run_1/wires.png
Scale: 4 px per µm. Only two layers are drawn.
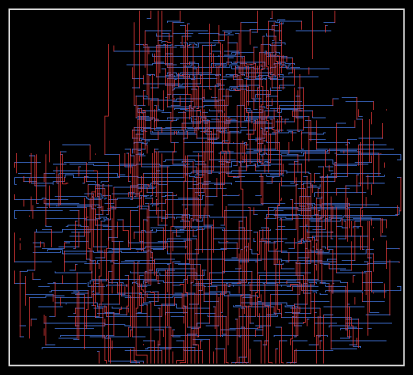
run_1/placement_by_type.png
Scale: 3 px per µm.
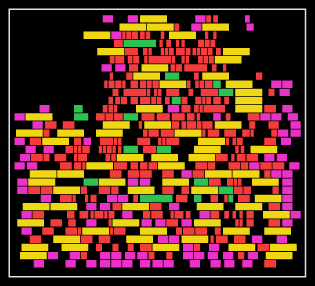
run_1/flops_by_reg.png
Scale: 6 px per µm. Other sequential cells in the stronger gray, the rest of the logic in the fainter gray.
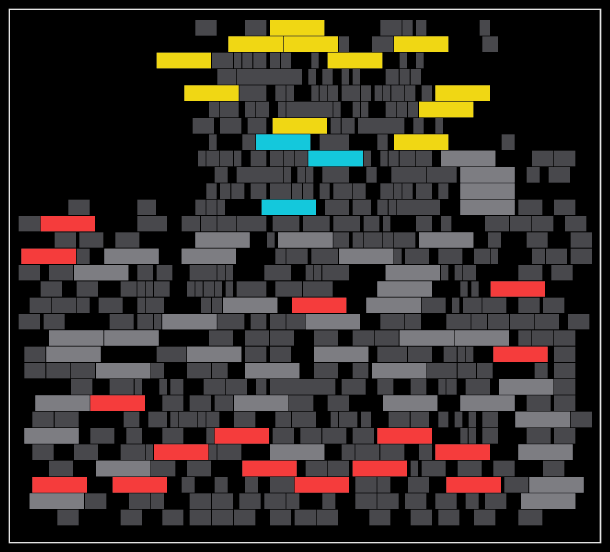
<file path="config.mk">
export PLATFORM = sky130hd
export DESIGN_NAME = crypto_op_fsm
export DESIGN_NICKNAME = d
export VERILOG_FILES = /design/src/rtl/crypto_ctrl_pkg.sv /design/src/rtl/cmd_packetizer.sv /design/src/rtl/crypto_op_fsm.sv
export SDC_FILE = /design/constraint.sdc
export NUM_CORES = 1
export LEC_CHECK = 0
export ABC_CLOCK_PERIOD_IN_PS = 6900
export CAP_MARGIN = 20
export CORE_ASPECT_RATIO = 0.9
export CORE_UTILIZATION = 45
export DETAILED_ROUTE_END_ITERATION = 8
export PLACE_DENSITY = 0.77
export REMOVE_ABC_BUFFERS = 1
export SKIP_LAST_GASP = 1
export SYNTH_ARGS = -nofsm -noshare
export SYNTH_HDL_FRONTEND = slang
export SYNTH_SLANG_ARGS = --single-unit
</file>
<file path="constraint.sdc">
create_clock -name clk -period 6.9 [get_ports clk]
set_clock_uncertainty 0.2 [all_clocks]
set_input_delay 1.38 -clock clk [delete_from_list [all_inputs] [get_ports clk]]
set_output_delay 1.38 -clock clk [all_outputs]
set_load 0.02 [all_outputs]
</file>
<file path="src/rtl/crypto_ctrl_pkg.sv">
// Shared types and encodings for the crypto request sequencer.
// Covers states, command phases, command bytes, modes, status and ACK lanes.
package crypto_ctrl_pkg;

  typedef enum logic [2:0] {
    S_IDLE,
    S_REQ_BUS,
    S_SEND,
    S_WAIT_ACK,
    S_COMPLETE
  } state_t;

  typedef enum logic [1:0] {
    PH_RD_KEY,
    PH_RD_TXT,
    PH_OP,
    PH_WR
  } phase_t;

  localparam logic [3:0] CMD_RD_KEY = 4'hA;
  localparam logic [3:0] CMD_RD_TXT = 4'hB;
  localparam logic [3:0] CMD_OP     = 4'hC;
  localparam logic [3:0] CMD_WR     = 4'hD;

  localparam logic [1:0] MODE_SHA     = 2'b00;
  localparam logic [1:0] MODE_AES_ENC = 2'b01;
  localparam logic [1:0] MODE_AES_DEC = 2'b10;
  localparam logic [1:0] MODE_RSVD    = 2'b11;

  localparam logic [1:0] ST_OK       = 2'b00;
  localparam logic [1:0] ST_BAD_MODE = 2'b01;
  localparam logic [1:0] ST_TIMEOUT  = 2'b10;

  localparam logic [1:0] ACK_RD = 2'd0;
  localparam logic [1:0] ACK_OP = 2'd1;
  localparam logic [1:0] ACK_WR = 2'd2;

  function automatic logic [3:0] cmd_of(phase_t p);
    logic [3:0] c;
    unique case (p)
      PH_RD_KEY: c = CMD_RD_KEY;
      PH_RD_TXT: c = CMD_RD_TXT;
      PH_OP:     c = CMD_OP;
      PH_WR:     c = CMD_WR;
    endcase
    return c;
  endfunction

  function automatic logic [1:0] ack_of(phase_t p);
    logic [1:0] a;
    unique case (p)
      PH_RD_KEY: a = ACK_RD;
      PH_RD_TXT: a = ACK_RD;
      PH_OP:     a = ACK_OP;
      PH_WR:     a = ACK_WR;
    endcase
    return a;
  endfunction

endpackage

</file>
<file path="src/rtl/cmd_packetizer.sv">
// Serialises one command packet: header beat then optional address bytes.
// Beat index holds across grant drops and data_ready stalls.
module cmd_packetizer
  import crypto_ctrl_pkg::*;
#(
  parameter int ADDRW = 16
) (
  input  logic             clk,
  input  logic             rst_n,
  input  logic             start,
  input  logic             active,
  input  logic             grant,
  input  logic             data_ready,
  input  logic [3:0]       cmd,
  input  logic [1:0]       mode,
  input  logic [ADDRW-1:0] addr,
  input  logic             hdr_only,
  output logic [7:0]       data_out,
  output logic             data_valid,
  output logic             done
);

  localparam int AB = ADDRW / 8;
  localparam int BW = $clog2(AB + 1);

  logic [BW-1:0] beat;
  logic [BW-1:0] last;
  logic          xfer;

  assign last       = hdr_only ? '0 : BW'(AB);
  assign data_valid = active & grant;
  assign xfer       = data_valid & data_ready;
  assign done       = xfer & (beat == last);

  always_ff @(posedge clk or negedge rst_n) begin
    if (!rst_n) begin
      beat <= '0;
    end else if (start) begin
      beat <= '0;
    end else if (xfer && !done) begin
      beat <= beat + BW'(1);
    end
  end

  // Address bytes go out MSB first after the header.
  always_comb begin
    data_out = '0;
    if (active) begin
      data_out = {cmd, 2'b00, mode};
      for (int i = 1; i <= AB; i++) begin
        if (beat == BW'(i)) data_out = addr[ADDRW-8*i +: 8];
      end
    end
  end

endmodule

</file>
<file path="src/rtl/crypto_op_fsm.sv">
// Crypto request sequencer: dequeue, issue command packets, await ACKs,
// and post a completion status word.
module crypto_op_fsm
  import crypto_ctrl_pkg::*;
#(
  parameter int ADDRW   = 16,
  parameter int TIMEOUT = 1024,
  parameter int CNTW    = $clog2(TIMEOUT + 1)
) (
  input  logic               clk,
  input  logic               rst_n,
  input  logic               req_valid,
  input  logic [3*ADDRW+1:0] req_data,
  output logic               req_ready,
  output logic               cpl_valid,
  input  logic               cpl_ready,
  output logic [1:0]         cpl_status,
  output logic [ADDRW-1:0]   cpl_addr,
  output logic               bus_req,
  input  logic               bus_grant,
  output logic [7:0]         data_out,
  output logic               data_valid,
  input  logic               data_ready,
  input  logic [2:0]         ack_in,
  output logic               busy
);

  state_t           state, state_d;
  phase_t           phase, phase_d;
  logic [1:0]       status, status_d;
  logic [CNTW-1:0]  cnt, cnt_d;
  logic [1:0]       mode_q;
  logic [ADDRW-1:0] key_q, text_q, dst_q;
  logic [ADDRW-1:0] pkt_addr;
  logic [1:0]       req_mode;
  logic             accept, start, done;

  assign req_mode = req_data[3*ADDRW +: 2];
  assign accept   = (state == S_IDLE) & req_valid;

  always_ff @(posedge clk or negedge rst_n) begin
    if (!rst_n) begin
      state  <= S_IDLE;
      phase  <= PH_RD_KEY;
      status <= ST_OK;
      cnt    <= '0;
    end else begin
      state  <= state_d;
      phase  <= phase_d;
      status <= status_d;
      cnt    <= cnt_d;
    end
  end

  always_ff @(posedge clk or negedge rst_n) begin
    if (!rst_n) begin
      mode_q <= '0;
      key_q  <= '0;
      text_q <= '0;
      dst_q  <= '0;
    end else if (accept) begin
      mode_q <= req_mode;
      key_q  <= req_data[2*ADDRW +: ADDRW];
      text_q <= req_data[ADDRW +: ADDRW];
      dst_q  <= req_data[0 +: ADDRW];
    end
  end

  always_comb begin
    state_d   = state;
    phase_d   = phase;
    status_d  = status;
    cnt_d     = cnt;
    req_ready = 1'b0;
    start     = 1'b0;
    unique case (state)
      S_IDLE: begin
        if (req_valid) begin
          req_ready = 1'b1;
          status_d  = ST_OK;
          if (req_mode == MODE_RSVD) begin
            status_d = ST_BAD_MODE;
            state_d  = S_COMPLETE;
          end else begin
            phase_d = (req_mode == MODE_SHA) ? PH_RD_TXT : PH_RD_KEY;
            state_d = S_REQ_BUS;
          end
        end
      end
      S_REQ_BUS: begin
        if (bus_grant) begin
          start   = 1'b1;
          state_d = S_SEND;
        end
      end
      S_SEND: begin
        if (done) begin
          cnt_d   = '0;
          state_d = S_WAIT_ACK;
        end
      end
      S_WAIT_ACK: begin
        cnt_d = cnt + CNTW'(1);
        // A matching ACK on the final count still takes the OK path.
        if (ack_in[ack_of(phase)]) begin
          if (phase == PH_WR) begin
            status_d = ST_OK;
            state_d  = S_COMPLETE;
          end else begin
            phase_d = phase_t'(phase + 2'd1);
            state_d = S_REQ_BUS;
          end
        end else if (cnt == CNTW'(TIMEOUT - 1)) begin
          status_d = ST_TIMEOUT;
          state_d  = S_COMPLETE;
        end
      end
      S_COMPLETE: begin
        if (cpl_ready) state_d = S_IDLE;
      end
      default: state_d = S_IDLE;
    endcase
  end

  always_comb begin
    unique case (phase)
      PH_RD_KEY: pkt_addr = key_q;
      PH_RD_TXT: pkt_addr = text_q;
      default:   pkt_addr = dst_q;
    endcase
  end

  cmd_packetizer #(.ADDRW(ADDRW)) u_pkt (
    .clk        (clk),
    .rst_n      (rst_n),
    .start      (start),
    .active     (state == S_SEND),
    .grant      (bus_grant),
    .data_ready (data_ready),
    .cmd        (cmd_of(phase)),
    .mode       (mode_q),
    .addr       (pkt_addr),
    .hdr_only   (phase == PH_OP),
    .data_out   (data_out),
    .data_valid (data_valid),
    .done       (done)
  );

  assign bus_req    = (state == S_REQ_BUS) | (state == S_SEND);
  assign busy       = (state != S_IDLE);
  assign cpl_valid  = (state == S_COMPLETE);
  assign cpl_status = cpl_valid ? status : '0;
  assign cpl_addr   = cpl_valid ? dst_q : '0;

endmodule
</file>
==> deck_impl_summary.md, run 1 <==
Key Metrics from the Run

Global routing
  • First-pass GRT wire length: 14.38 mm
  • Vias in the first global route: 2921
  • Grt ovf: 0
  • GRT met3 Usage: 4.423%
  • Largest net degree at the start of global routing: 71

STA
  • Final Hold Vio Count: 0
  • Fmax: 0.1971 GHz
  • Slew margin rel.: 40.57%
  • Count of pins over their slew limit: 0
  • Tmin final: 5073 ps
  • RSZ-0062 raised after global routing: false
  • Worst-Margin Slew: 891.5 ps

Drt
  • Drt pass-1 iters: 6
  • Vias per cell: 5.544
  • Met3 WL post-DR: 398 µm
  • Final WL: 9.002 mm
  • Top sig layer: met4
  • DRC Markers: 7
  • Detailed-route wire length per cell: 16.76 µm
  • Post-DRT Antenna Nets: 0

Finish
  • Bufs w/o clock: 93
  • Most frequent cells in the layout: clkdlybuf4s50_1 (88), dfrtp_1 (70), mux2_1 (50), nand2_1 (34), nor2_1 (23)
  • Non-clock buffering overhead: 18.79%
  • Layout cells sized above 1: 6.393%
  • Registers: 70
  • Flop share of the area: 35.79%
  • Logic area: 0.001848 mm²
  • Number of clock-tree buffers in the layout: 9
  • Post-route insts no fill: 537

Clock tree
  • Longest Clk Path Bufs: 2
  • Root Driver: clkbuf_8
  • Hold buffer count at CTS: 0
  • CTS Buf Count: 9
  • Latency at later pin: 340 ps

Setup path
  • R2R depth: 5
  • Most common cell on crit path: clkdlybuf4s50_1
  • Startpoint Class: primary input
  • Critical path depth in cells: 5
  • Crit path DRT: 5320 ps
  • Worst path cell trace: clkdlybuf4s50_1 -> inv_1 -> nor2_8 -> buf_4 -> clkdlybuf4s50_1
  • Worst Path Buf+Inv: 4
  • WS Path Type: in2out
  • Crit path DAT: 3490 ps
  • Reg-to-reg slack, setup: 4390 ps
  • Crit path from: req_valid
  • Critical Path Sink Type: output pin

Power
  • Total internal power: 1.225 mW
  • LEAKAGE: 2.011 nW
  • Sw Ratio: 39.57%
  • Sequential Power Share: 36.3%

Synth
  • EDFF count, synth: 0
  • Yosys stat area: 0.003755 mm²
  • Yosys aoi share: 13.53%
  • Simple share: 15.46%
  • Cell variety after synth: 44
  • Ys flops: 70
  • Synth Area in Adders: 3.332%
  • Ys Warns: 0
  • Top logic family: multiplexers
  • Ys cells: 349
  • Post-synthesis async set-or-reset flop share: 100.0%

Floorplan
  • Die extent in y: 88.66 µm
  • Die width: 98.29 µm
  • Floorplan row count: 31
  • Floorplan Core Area: 0.008068 mm²
  • IO Count: 90

Status
  • Failing checks: design-rule violations
  • Status: complete, but fails checks

Flow run
  • Tool warnings: 32

Placed design
  • IO Port Bufs: 89
  • Dpl ws: 1825 ps
  • GPL Wtd Cong: 0.7879

Hold path
  • Hold Crit Depth: 1
  • Hold Crit Class: reg2reg
Back to the opening pictures, wires.png:
Blue marks metal 1, wire length 4030 µm. Red marks metal 2, wire length 4490 µm.

Back to the opening pictures, placement_by_type.png:
Magenta marks other buffers and delay cells, cells 93. Yellow marks flops, cells 70. Red marks combinational and other logic, cells 259. Green marks clock drivers and dummy loads, cells 16.

Back to the opening pictures, flops_by_reg.png:
Red marks dst_q, sequential cells 16. Yellow marks cnt, sequential cells 11, where north. Cyan marks state, sequential cells 3.
Another 40 sequential cells are not colored.

run 1: power groups by stage:
| stage | Sequential, mW | Clock, mW | Combinational (mW) |
|---|---|---|---|
| global route | 0.762 | 0.390 | 1.02 |
| detailed placement | 0.741 | 0 | 0.919 |
| floorplan | 0.695 | 0 | 0.642 |
| CTS | 0.736 | 0.373 | 0.926 |
| finish | 0.736 | 0.367 | 0.924 |
| global placement | 0.730 | 0 | 0.893 |
run 1: cell usage after synthesis (2+ instances only):
| library cell | n | area, µm² |
|---|---|---|
| a311oi_1 | 8 | 70.07 |
| buf_2 | 2 | 10.01 |
| dfrtp_1 | 70 | 1752 |
| clkbuf_1 | 11 | 41.29 |
| mux2_1 | 50 | 563.0 |
| xnor2_1 | 2 | 17.52 |
| buf_6 | 7 | 78.83 |
| nor2_1 | 23 | 86.33 |
| and2b_1 | 2 | 15.01 |
| inv_1 | 8 | 30.03 |
| a22o_1 | 2 | 17.52 |
| nor3_1 | 8 | 40.04 |
| mux2i_1 | 4 | 40.04 |
| ha_1 | 10 | 125.1 |
| and2_1 | 19 | 118.9 |
| nand3_1 | 6 | 30.03 |
| or3_1 | 3 | 18.77 |
| a21oi_1 | 11 | 55.05 |
| nand2_1 | 34 | 127.6 |
| o21ai_0 | 19 | 95.09 |
| a22oi_1 | 16 | 120.1 |
| a31oi_1 | 8 | 50.05 |
| nor3b_1 | 2 | 15.01 |
| nand4_1 | 3 | 18.77 |
| nor4_4 | 2 | 42.54 |
run 1: flip-flops by register name (all words and copies together) (netlist names):
register,flops
state,3
phase,2
u_pkt.beat,2
cnt,11
mode_q,2
status,2
dst_q,16
text_q,16
key_q,16
run_1/placement.png
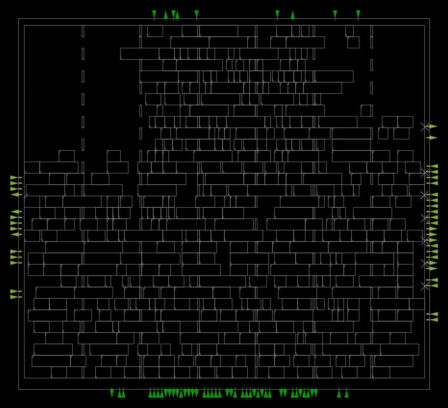

## Run 2: what changed since run 1
ABC_CLOCK_PERIOD_IN_PS = 4150   (was 6900)
PLACE_DENSITY = 0.8   (was 0.77)
clock period = 4.15 ns   (was 6.9 ns; I/O delays follow)
run_2/placement.png
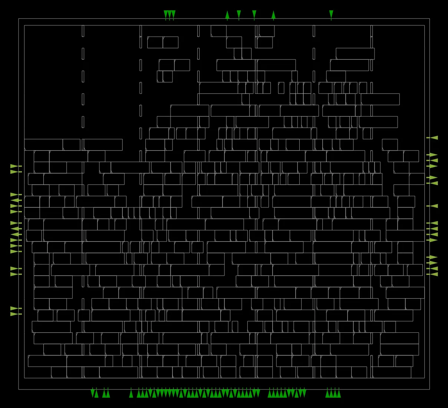
# fillers: 671
Floorplan Core Area: 0.008068 mm²
Tapcells: 99

==> deck_impl_summary.md, run 2 <==
Key Metrics from the Run

Status
  • Status: finished, final reports clean

Placed design
  • GPL Wtd Cong: 0.8155
  • IO Port Bufs: 89
  • Post-DP HPWL: 6.517 mm
  • Dpl ws: 576.7 ps
  • Placed Instance Area: 0.004684 mm²
  • DP Cell Count: 523

Power
  • LEAKAGE: 2.012 nW
  • Overall Power: 3.381 mW
  • Power Density: 690.3 mW/mm²
  • VDD IR-drop max: 0.4477 mV

Synth
  • Ys flops: 70
  • Post-synth top area cell: dfrtp_1
  • EDFF count, synth: 0
  • Ys Warns: 0
  • Ys cells: 349
  • Yosys stat area: 0.003755 mm²
  • Mapped cell area: 0.003755 mm²
  • Ys flop type: dfrtp_1
  • Syn Inst Count: 349
  • Cell with the most instances after synthesis: dfrtp_1
  • Syn avg cell area: 10.76 µm²
  • Post-synthesis async set-or-reset flop share: 100.0%
  • Top cells, area: dfrtp_1 (47%), mux2_1 (15%), nand2_1 (3.4%)
  • Cell variety after synth: 44
  • Post-synth top cells: dfrtp_1 (70), mux2_1 (50), nand2_1 (34)
  • Max-area cell share: 46.65%
  • Sequential area share after synthesis: 46.65%

Global routing
  • First-pass GRT wire length: 14.88 mm
  • Vias in the first global route: 3037
  • Met2 usage: 38.22%
  • Largest net degree at the start of global routing: 54
  • Antenna violations before repair: 0
  • GRT Util Overall: 21.95%
  • Grt ovf: 0
  • Met1 usage: 27.40%
  • GRT met3 Usage: 3.712%
  • GR peak layer: met2

Setup path
  • Startpoint Class: flip-flop
  • Crit path DRT: 3120 ps
  • Worst Path Max Fanout: 12
  • Crit path DAT: 2820 ps
  • WS Path Type: reg2out
  • Critical Path Sink Type: output pin

Drt
  • Vias per cell: 5.580
  • Via count: 3002
  • Detail Route met2 WL: 4.460 mm
  • Post-DRT Antenna Nets: 0
  • DRC Markers: 0
  • Drt initial violations: 117
  • Drt pass-1 iters: 6
  • Met3 WL post-DR: 343 µm
  • Top sig layer: met4
  • Final WL: 8.967 mm
  • M1 wire length: 3.980 mm
  • Detailed-route wire length per cell: 16.67 µm

Finish
  • Area Growth Syn to Fin: 30.46%
  • Utilization after layout: 60.72%
  • Most common logic cell in the routed design: clkdlybuf4s50_1
  • Antenna diodes: 0
  • Most frequent cells in the layout: clkdlybuf4s50_1 (88), dfrtp_1 (70), mux2_1 (50), nand2_1 (34), nor2_1 (22)
  • Top Registers: dst_q (16), key_q (16), text_q (16)
  • Post-route insts no fill: 538
  • Final Cell Area: 0.004898 mm²
  • Layout cells sized above 1: 6.834%
  • Nets: 504

Clock tree
  • CTS sink cnt: 70
  • CTS Buf Count: 9
  • Latency at later pin: 350 ps
  • Post-CTS setup buffer count: 0
  • H-tree levels: 3
  • Reg clk slew, reported paths: 70 ps
  • CTS tree: built
  • Root Driver: clkbuf_8
  • Longest Clk Path Bufs: 2

STA
  • Endpoints failing setup: 0
  • Cycle use final: 92.79%
  • Final setup TNS: 0 ps
  • Tmin final: 3851 ps
  • RSZ-0062 raised after global routing: false
  • Post-route setup slack: 299.2 ps
  • Hold_ws: 193.7 ps
  • Worst-Margin Slew: 691.2 ps
  • Fmax: 0.2597 GHz
  • Final Hold Vio Count: 0
  • Count of pins over their slew limit: 0
  • Slew margin rel.: 53.92%

Floorplan
  • Pre-Place Util: 46.54%
  • Floorplan row count: 31
  • Die Size: 0.008714 mm²
  • IO Count: 90
  • Die extent in y: 88.66 µm
  • Die width: 98.29 µm

Flow run
  • Tool warnings: 32
  • Max_cap viols: 0

Hold path
  • Hold Crit Class: in2async
run_2/layer_met3.png
Scale: 4 px per µm.
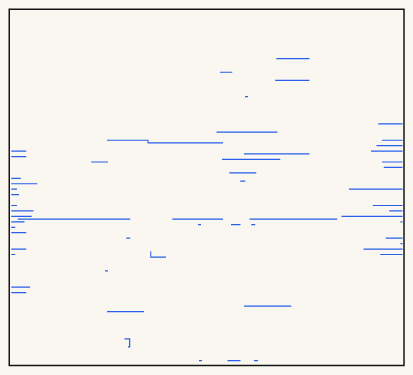
47 nets have wire on it. The wires run mostly horizontal. The longest straight run is 27.8 µm.

-- run 2: final cells by class --
| type | instances | area (µm²) |
|---|---|---|
| Fill cell | 671 | 3169 |
| Multi-Input combinational cell | 251 | 1851 |
| Clock inverter | 6 | 87.58 |
| Sequential cell | 70 | 1752 |
| Clock buffer | 9 | 123.9 |
| Timing Repair Buffer | 95 | 930.9 |
| Inverter | 8 | 30.03 |
| Tap cell | 99 | 123.9 |
-- run 2: cell families (layout without fill, tap and decap cells) --
logic type / count (synthesis) / count (layout) / share of synthesized area [%]
adders and majority gates: 10 / 10 / 3.332
and+or+nand+nor: 108 / 108 / 15.46
buffers and inverters: 28 / 118 / 4.265
DFF: 70 / 70 / 46.65
AOI/OAI and AO/OA: 76 / 76 / 13.53
xor gates and xnor gates: 3 / 3 / 0.6999
muxes: 54 / 54 / 16.06
-- run 2: final timing paths --
path                                from     endpoint  slack [ps]  cells after the start
worst max register to register  state[0]     phase[1]        1550                      5
worst min-delay path               rst_n     dst_q[5]         190                      1
worst min register to register    cnt[9]       cnt[9]         280                      1
min in group clk                  cnt[9]       cnt[9]         280                      1
worst max-delay path            phase[0]  data_out[5]         300                      9
max in group asynchronous          rst_n       cnt[9]        2520                      2
-- run 2: critical path, stage by stage (launching register included) --
cell             delay [ps]
dfrtp_1                 490
inv_1                   150
ha_1                    250
nor2_2                  180
buf_4                   230
nand2_1                  70
a31oi_1                 160
nor2_1                   60
a311oi_1                230
clkdlybuf4s50_1         660
-- run 2: where the power goes --
part	total [mW]	switching, mW	internal, mW
Clock	0.593	0.260	0.334
Combinational	1.56	0.845	0.718
Sequential	1.22	0.234	0.991
Total	3.38	1.34	2.04
-- run 2: timing repair --
action / CTS / global route
endpoints found under the setup margin: 0 / 1
hold buffers: 0 / 0
gates resized: 0 / 1
endpoints found under the hold margin: 0 / 0
## Run 3: what changed since run 2
CORE_ASPECT_RATIO = 1.5   (was 0.9)
run_3/placement.png
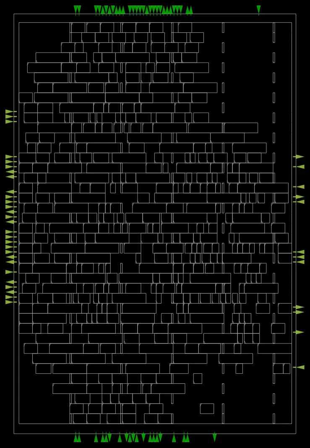
Tapcells: 105
post-route insts no fill: 545
utilization after layout: 62.28%
# fillers: 662
floorplan row count: 40

==> deck_impl_summary.md, run 3 <==
Key Metrics from the Run

Status
  • Status: finished, final reports clean

STA
  • Final Hold Vio Count: 0
  • RSZ-0062 raised after global routing: false
  • Fmax: 0.2537 GHz
  • Cycle use final: 94.96%
  • Tmin final: 3941 ps
  • Worst-Margin Slew: 873.6 ps
  • Slew margin rel.: 41.76%
  • Endpoints failing setup: 0
  • Hold_ws: 280.8 ps
  • Count of pins over their slew limit: 0
  • Post-route setup slack: 209.0 ps
  • Final setup TNS: 0 ps

Power
  • VDD IR-drop max: 0.4584 mV
  • Clock Power Share: 22.9%
  • Main power group: combinational logic
  • Total internal power: 2.253 mW
  • P_sw: 1.382 mW
  • Combinational power: 1.56 mW
  • P_seq: 1.24 mW
  • Sequential Power Share: 34.2%
  • Combinational share of power: 42.9%
  • LEAKAGE: 2.086 nW
  • Clk. pwr: 832 µW
  • Overall Power: 3.636 mW
  • Power Density: 724.4 mW/mm²
  • Sw Ratio: 38.02%

Finish
  • Sequential Area: 0.001752 mm²
  • Most common logic cell in the routed design: clkdlybuf4s50_1
  • Nets: 504
  • Top Registers: dst_q (16), key_q (16), text_q (16)
  • Most frequent cells in the layout: clkdlybuf4s50_1 (87), dfrtp_1 (70), mux2_1 (50), nand2_1 (34), nor2_1 (23)
  • Layout cells sized above 1: 6.818%
  • Area Growth Syn to Fin: 33.66%
  • Logic area: 0.001848 mm²
  • Antenna diodes: 0
  • Final Cell Area: 0.005019 mm²

Synth
  • Mapped cell area: 0.003755 mm²
  • Top cells, area: dfrtp_1 (47%), mux2_1 (15%), nand2_1 (3.4%)
  • Sequential area share after synthesis: 46.65%
  • Cell with the most instances after synthesis: dfrtp_1
  • Ys flops: 70
  • Syn Inst Count: 349
  • Syn avg cell area: 10.76 µm²
  • Post-synth top area cell: dfrtp_1
  • Post-synth top cells: dfrtp_1 (70), mux2_1 (50), nand2_1 (34)
  • Ys Warns: 0
  • Post-synthesis async set-or-reset flop share: 100.0%
  • Cell variety after synth: 44
  • EDFF count, synth: 0
  • Ys flop type: dfrtp_1
  • Max-area cell share: 46.65%
  • Yosys stat area: 0.003755 mm²
  • Ys cells: 349

Hold path
  • Hold Crit Class: reg2reg

Drt
  • Via count: 3117
  • Vias per cell: 5.719
  • Drt initial violations: 156
  • Final WL: 9.237 mm
  • Drt pass-1 iters: 5
  • Detailed-route wire length per cell: 16.95 µm
  • DRC Markers: 0
  • Post-DRT Antenna Nets: 0

Global routing
  • Antenna violations before repair: 0
  • First-pass GRT wire length: 15.15 mm
  • Largest net degree at the start of global routing: 71
  • GRT Util Overall: 22.49%
  • Vias in the first global route: 3152
  • Grt ovf: 0

Floorplan
  • Die Size: 0.008721 mm²
  • Die extent in y: 113.9 µm
  • Pre-Place Util: 46.60%
  • Floorplan Core Area: 0.008058 mm²
  • IO Count: 90
  • Die width: 76.59 µm

Setup path
  • Crit path DRT: 3120 ps
  • Startpoint Class: flip-flop
  • Critical Path Sink Type: output pin
  • Worst Path Max Fanout: 16
  • WS Path Type: reg2out
  • Crit path DAT: 2910 ps

Clock tree
  • Reg clk slew, reported paths: 60 ps
  • H-tree levels: 3
  • Latency at later pin: 330 ps
  • CTS sink cnt: 70
  • Post-CTS sizing: 0
  • Root Driver: clkbuf_16
  • CTS tree: built
  • Hold buffer count at CTS: 0
  • CTS Buf Count: 9
  • Post-CTS setup buffer count: 0
  • Longest Clk Path Bufs: 2

Placed design
  • Placed Instance Area: 0.004692 mm²
  • Dpl ws: 589.1 ps
  • Post-DP HPWL: 6.473 mm
  • DP Cell Count: 529
  • IO Port Bufs: 89
  • GPL Wtd Cong: 0.8050

Flow run
  • Tool warnings: 32
  • Max_cap viols: 0
run_3/placement_by_type.png
Scale: 2 px per µm.
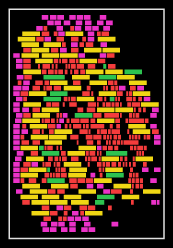
Magenta marks other buffers and delay cells, cells 95. Yellow marks flops, cells 70. Red marks combinational and other logic, cells 259. Green marks clock drivers and dummy loads, cells 16.

run 3: cell type report:
| class | instances | share of cell area [%] |
|---|---|---|
| Clock inverter | 6 | 1.695 |
| Inverter | 8 | 0.5984 |
| Tap cell | 105 | 2.618 |
| Timing Repair Buffer | 95 | 18.60 |
| Sequential cell | 70 | 34.90 |
| Clock buffer | 10 | 4.762 |
| Multi-Input combinational cell | 251 | 36.82 |
run 3: cell families (layout without fill, tap and decap cells):
| logic type | Yosys count | after routing | synth area share [%] |
|---|---|---|---|
| AND-OR/OR-AND | 76 | 76 | 13.53 |
| multiplexers | 54 | 54 | 16.06 |
| flip-flops | 70 | 70 | 46.65 |
| AND/OR/NAND/NOR | 108 | 108 | 15.46 |
| buffers and inverters | 28 | 119 | 4.265 |
| XOR/XNOR | 3 | 3 | 0.6999 |
| adder cells (fa/ha/maj) | 10 | 10 | 3.332 |
run 3: path summary, 6_finish.rpt:
path / startpoint / endpoint / slack [ps] / cells after the start
min in group asynchronous: rst_n / cnt[9] / 500 / 2
setup / recovery: phase[0] / data_out[1] / 210 / 9
hold reg to reg: cnt[9] / cnt[9] / 280 / 1
max in group asynchronous: rst_n / key_q[5] / 2690 / 2
hold / removal: cnt[9] / cnt[9] / 280 / 1
setup reg to reg: state[0] / phase[1] / 1570 / 5
run 3: layer usage:
metal	routed length [µm]	vias up	GRT usage [%]	part of all wire (%)
met2	4867	121	38.80	53
met4	384	0	13.97	4.2
li1	-	1432	-	-
met3	405	28	2.960	4.4
met5	0	-	0	0
met1	3579	1536	26.50	39
run 3: critical path: stages, from the launching register on:
cell,delay [ps]
dfrtp_1,480
inv_1,140
ha_1,360
nor2_1,140
buf_4,220
nand2_1,70
a31oi_1,160
nor2_1,50
a311oi_1,280
clkdlybuf4s50_1,670
Power is estimated from default activity; no workload was simulated.
